**src/rtl/data_mem_arb_pkg.sv**
```systemverilog
// Shared types and default sizing for the data memory arbiter.
package data_mem_arb_pkg;

    localparam int DEPTH  = 4096;
    localparam int DATA_W = 32;
    localparam int ADDR_W = 32;

    typedef struct packed {
        logic              we;
        logic [ADDR_W-1:0] addr;
        logic [DATA_W-1:0] wdata;
    } mem_req_t;

    typedef enum logic {
        OWNER_0 = 1'b0,
        OWNER_1 = 1'b1
    } owner_e;

endpackage

```
**src/rtl/rr_arbiter_2.sv**
```systemverilog
// Two-way round-robin arbiter; the remembered winner only moves on an accepted handshake.
module rr_arbiter_2
    import data_mem_arb_pkg::*;
(
    input  logic       clk,
    input  logic       rst,
    input  logic [1:0] valid,
    input  logic       accept,
    output logic [1:0] grant
);

    owner_e r_last_grant;

    // Reset to requester 1 so requester 0 wins the first conflict.
    always_ff @(posedge clk) begin
        if (rst) begin
            r_last_grant <= OWNER_1;
        end else if (accept) begin
            r_last_grant <= grant[1] ? OWNER_1 : OWNER_0;
        end
    end

    always_comb begin
        grant = 2'b00;
        case (valid)
            2'b01:   grant = 2'b01;
            2'b10:   grant = 2'b10;
            2'b11:   grant = (r_last_grant == OWNER_1) ? 2'b01 : 2'b10;
            default: grant = 2'b00;
        endcase
    end

endmodule

```
**src/rtl/data_memory_arbiter.sv**
```systemverilog
// Shares a single-port synchronous data memory between the LSU (req0) and debug/DMA (req1).
module data_memory_arbiter #(
    parameter int DEPTH  = 4096,
    parameter int DATA_W = 32,
    parameter int ADDR_W = 32
) (
    input  logic              clk,
    input  logic              rst,
    input  logic              req0_valid,
    input  logic              req0_we,
    input  logic [ADDR_W-1:0] req0_addr,
    input  logic [DATA_W-1:0] req0_wdata,
    output logic              req0_ready,
    output logic              rsp0_valid,
    output logic [DATA_W-1:0] rsp0_rdata,
    output logic              rsp0_err,
    input  logic              req1_valid,
    input  logic              req1_we,
    input  logic [ADDR_W-1:0] req1_addr,
    input  logic [DATA_W-1:0] req1_wdata,
    output logic              req1_ready,
    output logic              rsp1_valid,
    output logic [DATA_W-1:0] rsp1_rdata,
    output logic              rsp1_err,
    output logic [ADDR_W-1:0] mem_addr,
    output logic [DATA_W-1:0] mem_wdata,
    output logic              mem_we,
    input  logic [DATA_W-1:0] mem_rdata
);
    import data_mem_arb_pkg::*;

    logic [1:0]        w_valid;
    logic [1:0]        w_grant;
    logic [1:0]        w_ready;
    logic              w_accept;
    logic              w_in_range;
    owner_e            w_owner;
    mem_req_t          w_req;
    logic [DATA_W-1:0] w_rsp_data;

    logic   r_pending;
    owner_e r_owner;
    logic   r_was_write;
    logic   r_err;

    assign w_valid = {req1_valid, req0_valid};

    rr_arbiter_2 u_arb (
        .clk    (clk),
        .rst    (rst),
        .valid  (w_valid),
        .accept (w_accept),
        .grant  (w_grant)
    );

    assign w_ready    = rst ? 2'b00 : w_grant;
    assign req0_ready = w_ready[0];
    assign req1_ready = w_ready[1];
    assign w_accept   = |(w_valid & w_ready);
    assign w_owner    = w_grant[1] ? OWNER_1 : OWNER_0;

    always_comb begin
        w_req = '{we: req0_we, addr: req0_addr, wdata: req0_wdata};
        if (w_owner == OWNER_1) begin
            w_req = '{we: req1_we, addr: req1_addr, wdata: req1_wdata};
        end
    end

    assign w_in_range = w_req.addr < ADDR_W'(DEPTH);

    // Idle and rejected cycles park the bus on a harmless read of word 0.
    always_comb begin
        mem_addr  = '0;
        mem_wdata = '0;
        mem_we    = 1'b0;
        if (w_accept && w_in_range) begin
            mem_addr  = w_req.addr;
            mem_wdata = w_req.wdata;
            mem_we    = w_req.we;
        end
    end

    always_ff @(posedge clk) begin
        if (rst) begin
            r_pending   <= 1'b0;
            r_owner     <= OWNER_0;
            r_was_write <= 1'b0;
            r_err       <= 1'b0;
        end else begin
            r_pending <= w_accept;
            if (w_accept) begin
                r_owner     <= w_owner;
                r_was_write <= w_req.we;
                r_err       <= ~w_in_range;
            end
        end
    end

    // The memory holds its read register on writes, so mem_rdata is stale then.
    assign w_rsp_data = (r_pending && !r_was_write && !r_err) ? mem_rdata : '0;

    assign rsp0_valid = r_pending && (r_owner == OWNER_0);
    assign rsp1_valid = r_pending && (r_owner == OWNER_1);
    assign rsp0_rdata = rsp0_valid ? w_rsp_data : '0;
    assign rsp1_rdata = rsp1_valid ? w_rsp_data : '0;
    assign rsp0_err   = rsp0_valid && r_err;
    assign rsp1_err   = rsp1_valid && r_err;

endmodule
```
**config.mk**
```make
export PLATFORM = sky130hd
export DESIGN_NAME = data_memory_arbiter
export DESIGN_NICKNAME = d
export VERILOG_FILES = /design/src/rtl/data_mem_arb_pkg.sv /design/src/rtl/rr_arbiter_2.sv /design/src/rtl/data_memory_arbiter.sv
export SDC_FILE = /design/constraint.sdc
export NUM_CORES = 1
export LEC_CHECK = 0
export ABC_CLOCK_PERIOD_IN_PS = 1900
export CAP_MARGIN = 20
export CORE_AREA = 2 2 116 118
export DETAILED_ROUTE_END_ITERATION = 8
export DIE_AREA = 0 0 118 120
export GPL_TIMING_DRIVEN = 0
export HOLD_SLACK_MARGIN = 0.12
export PLACE_DENSITY = 0.63
export SKIP_LAST_GASP = 1
export SYNTH_ARGS = -nofsm -noshare
export SYNTH_HDL_FRONTEND = slang
export SYNTH_SLANG_ARGS = --single-unit
```
**constraint.sdc**
```tcl
create_clock -name clk -period 1.9 [get_ports clk]
set_input_delay 0.38 -clock clk [delete_from_list [all_inputs] [get_ports clk]]
set_output_delay 0.38 -clock clk [all_outputs]
set_load 0.02 [all_outputs]
```
Figure 1. Metal 1 (run 1).
Scale bar: 20 um.
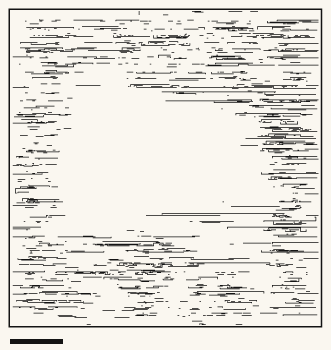
- main direction: horizontal
- share of all routed wire: 36%

Figure 2. The metal 2 layer (run 1).
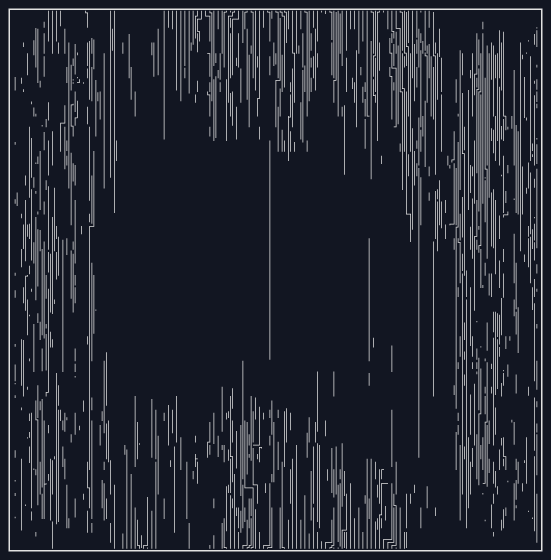
- longest straight run: 64.3 um
- share of all routed wire: 55%
- nets with wire on the layer: 685
- main direction: vertical
Detailed Route WL: 11600 um
vias: 3109
global routing usage on met2: 30.1%

Figure 3. Met3 routing (run 1).
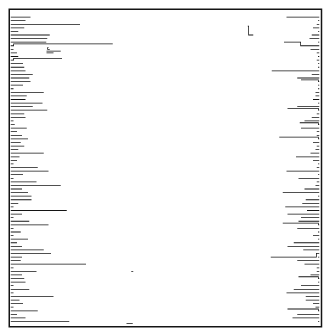
- main direction: horizontal
- share of all routed wire: 9.1%
- wire length on this layer: 1060 um
routing usage on met3: 3.80%

==> impl_metrics.env, run 1 <==
# flow metrics
export IMPL_outcome="finished with violations"
export IMPL_failed_checks="negative setup slack"
export IMPL_fin_ws_ns=-0.489
export IMPL_maxSlewViolCount=0
export IMPL_top_power_group="combinational logic"
export IMPL_comb_share_pct=31.9
export IMPL_hold_buffers=0
export IMPL_cts_repair_resized=654
export IMPL_hold_end="r_pending"
export IMPL_drive_gt1_share_pct=55.7
export IMPL_p_leak_nw=2.45
export IMPL_ys_types=31
export IMPL_inverters=1
export IMPL_rsz0062_at_grt="yes"
export IMPL_firstDrtPassIters=4
export IMPL_place_hpwl_um=8660
export IMPL_antenna_cells=0
export IMPL_ff_type="dfxtp_1"
export IMPL_grt_max_degree=11
export IMPL_row_count=42
export IMPL_crit_required_ns=1.52
export IMPL_p_per_area_nw_per_um2=202
export IMPL_final_period_utilization_pct=126
export IMPL_grt_pass1_wl_um=17300
export IMPL_worst_r2r_cell_count=8
export IMPL_grt_pass1_vias=3343
export IMPL_synth_area_um2=1600
export IMPL_adder_share_pct=0
export IMPL_drc=0
export IMPL_nNetsFinal=754
export IMPL_setup_viol=50
export IMPL_fmax_mhz=419
export IMPL_placed_cell_area_um2=5030
export IMPL_total_power_w=0.00123
==> run 1: cell usage in the layout, fill, tap and decap left out, types with 5 or more instances in the layout <==
cell type,n
nor2_4,46
a22oi_2,34
clkbuf_16,10
clkdlybuf4s50_1,134
nor2_1,6
a22oi_1,11
and2_4,28
nand2_1,5
clkdlybuf4s15_1,9
buf_12,5
buf_16,8
buf_4,54
buf_6,84
buf_8,9
nor4_2,7
and2_1,39
dlygate4sd2_1,18
buf_2,23
conb_1,20
==> run 1: worst max-delay path: cells and delay by family, from the launching register on <==
kind,cells,cell delay [ns]
flip-flops,1,0.33
AND-OR/OR-AND,1,0.40
AND/OR/NAND/NOR,4,0.62
buffers and inverters,3,0.44
==> run 1: layer usage <==
metal	part of all wire, %	wire [um]
met2	55	6340
met5	0	0
met4	0.16	19
met1	36	4180
met3	9.1	1060
==> run 2, diff against run 1 <==
--- a/config.mk
+++ b/config.mk
@@ -8,6 +8,7 @@
 export ABC_CLOCK_PERIOD_IN_PS = 1900
 export CAP_MARGIN = 20
 export CORE_AREA = 2 2 116 118
+export CTS_CLUSTER_SIZE = 40
 export DETAILED_ROUTE_END_ITERATION = 8
 export DIE_AREA = 0 0 118 120
 export GPL_TIMING_DRIVEN = 0
Figure 4. Congestion heat map (run 2).
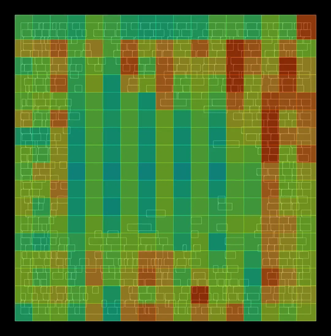
drt wl/cell: 15.2 um
layer with the highest usage: met2
Final Util: 47.0%

==> impl_metrics.env, run 2 <==
# flow metrics
export IMPL_antenna_cells=0
export IMPL_row_count=42
export IMPL_setup_viol=50
export IMPL_grt_pass1_wl_um=17300
export IMPL_ff_type="dfxtp_1"
export IMPL_grt_met2_usage_pct=30.1
export IMPL_outcome="finished with violations"
export IMPL_vias=3109
export IMPL_comb_share_pct=31.9
export IMPL_final_cell_mix="clkdlybuf4s50_1, buf_6, buf_4"
export IMPL_met3_usage_pct=3.80
export IMPL_grt_max_degree=11
export IMPL_fin_ws_ns=-0.489
export IMPL_p_per_area_nw_per_um2=202
export IMPL_p_leak_nw=2.45
export IMPL_firstDrtPassIters=4
export IMPL_nNetsFinal=754
export IMPL_wl_met2_um=6340
export IMPL_place_hpwl_um=8660
export IMPL_dr_wl_met3_um=1060
export IMPL_crit_required_ns=1.52
export IMPL_cts_repair_resized=654
export IMPL_failed_checks="negative setup slack"
export IMPL_rsz0062_at_grt="yes"
export IMPL_top_layer="met4"
export IMPL_totalWireLength_um=11600
export IMPL_maxSlewViolCount=0
export IMPL_crit_family="simple AND/OR/NAND/NOR gates"
export IMPL_total_power_w=0.00123
Figure 5. Wires at chosen ports, followed through buffers (run 2).
Scale bar: 20 um.
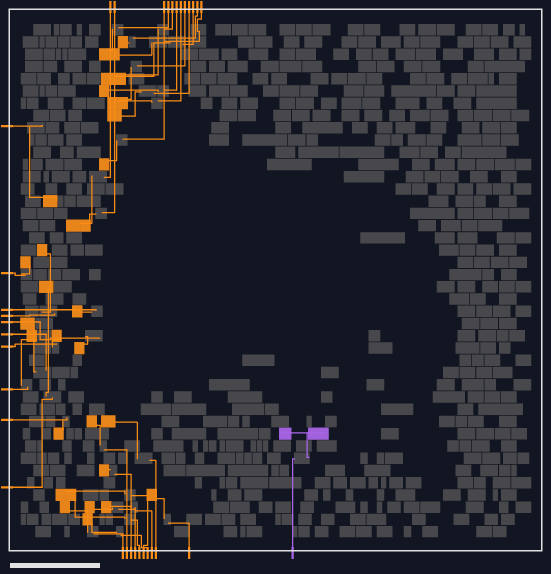
- req0_we: purple (direction input; edge bottom; end cells 2; buffers 1; wire 36.1 um)
- rsp1_rdata: orange (direction output; edge 12 top, 10 left, 10 bottom; end cells 32; buffers 32; wire 862 um)

run 2: cell counts in the layout (fill, tap and decap cells not counted):
Identical to the previous run, type by type.
run 2: power groups by stage:
| stage | clock network, W | registers, W | logic (W) |
|---|---|---|---|
| after floorplan | 0 | 0.000121 | 0.000220 |
| after global placement | 0 | 0.000123 | 0.000666 |
| after detailed placement | 0 | 0.000123 | 0.000671 |
| after CTS | 0.000352 | 0.000126 | 0.000695 |
| after global routing | 0.000359 | 0.000128 | 0.000801 |
| final | 0.000346 | 0.000126 | 0.000757 |
run 2: final timing paths:
check	end	cells past startpoint	slack [ns]	from
hold reg to reg	r_owner	2	0.52	r_owner
setup / recovery	mem_wdata[2]	8	-0.49	u_arb.r_last_grant
setup reg to reg	r_err	8	-0.06	u_arb.r_last_grant
hold / removal	r_pending	3	0.39	req1_valid
Power and IR drop assume default switching activity.
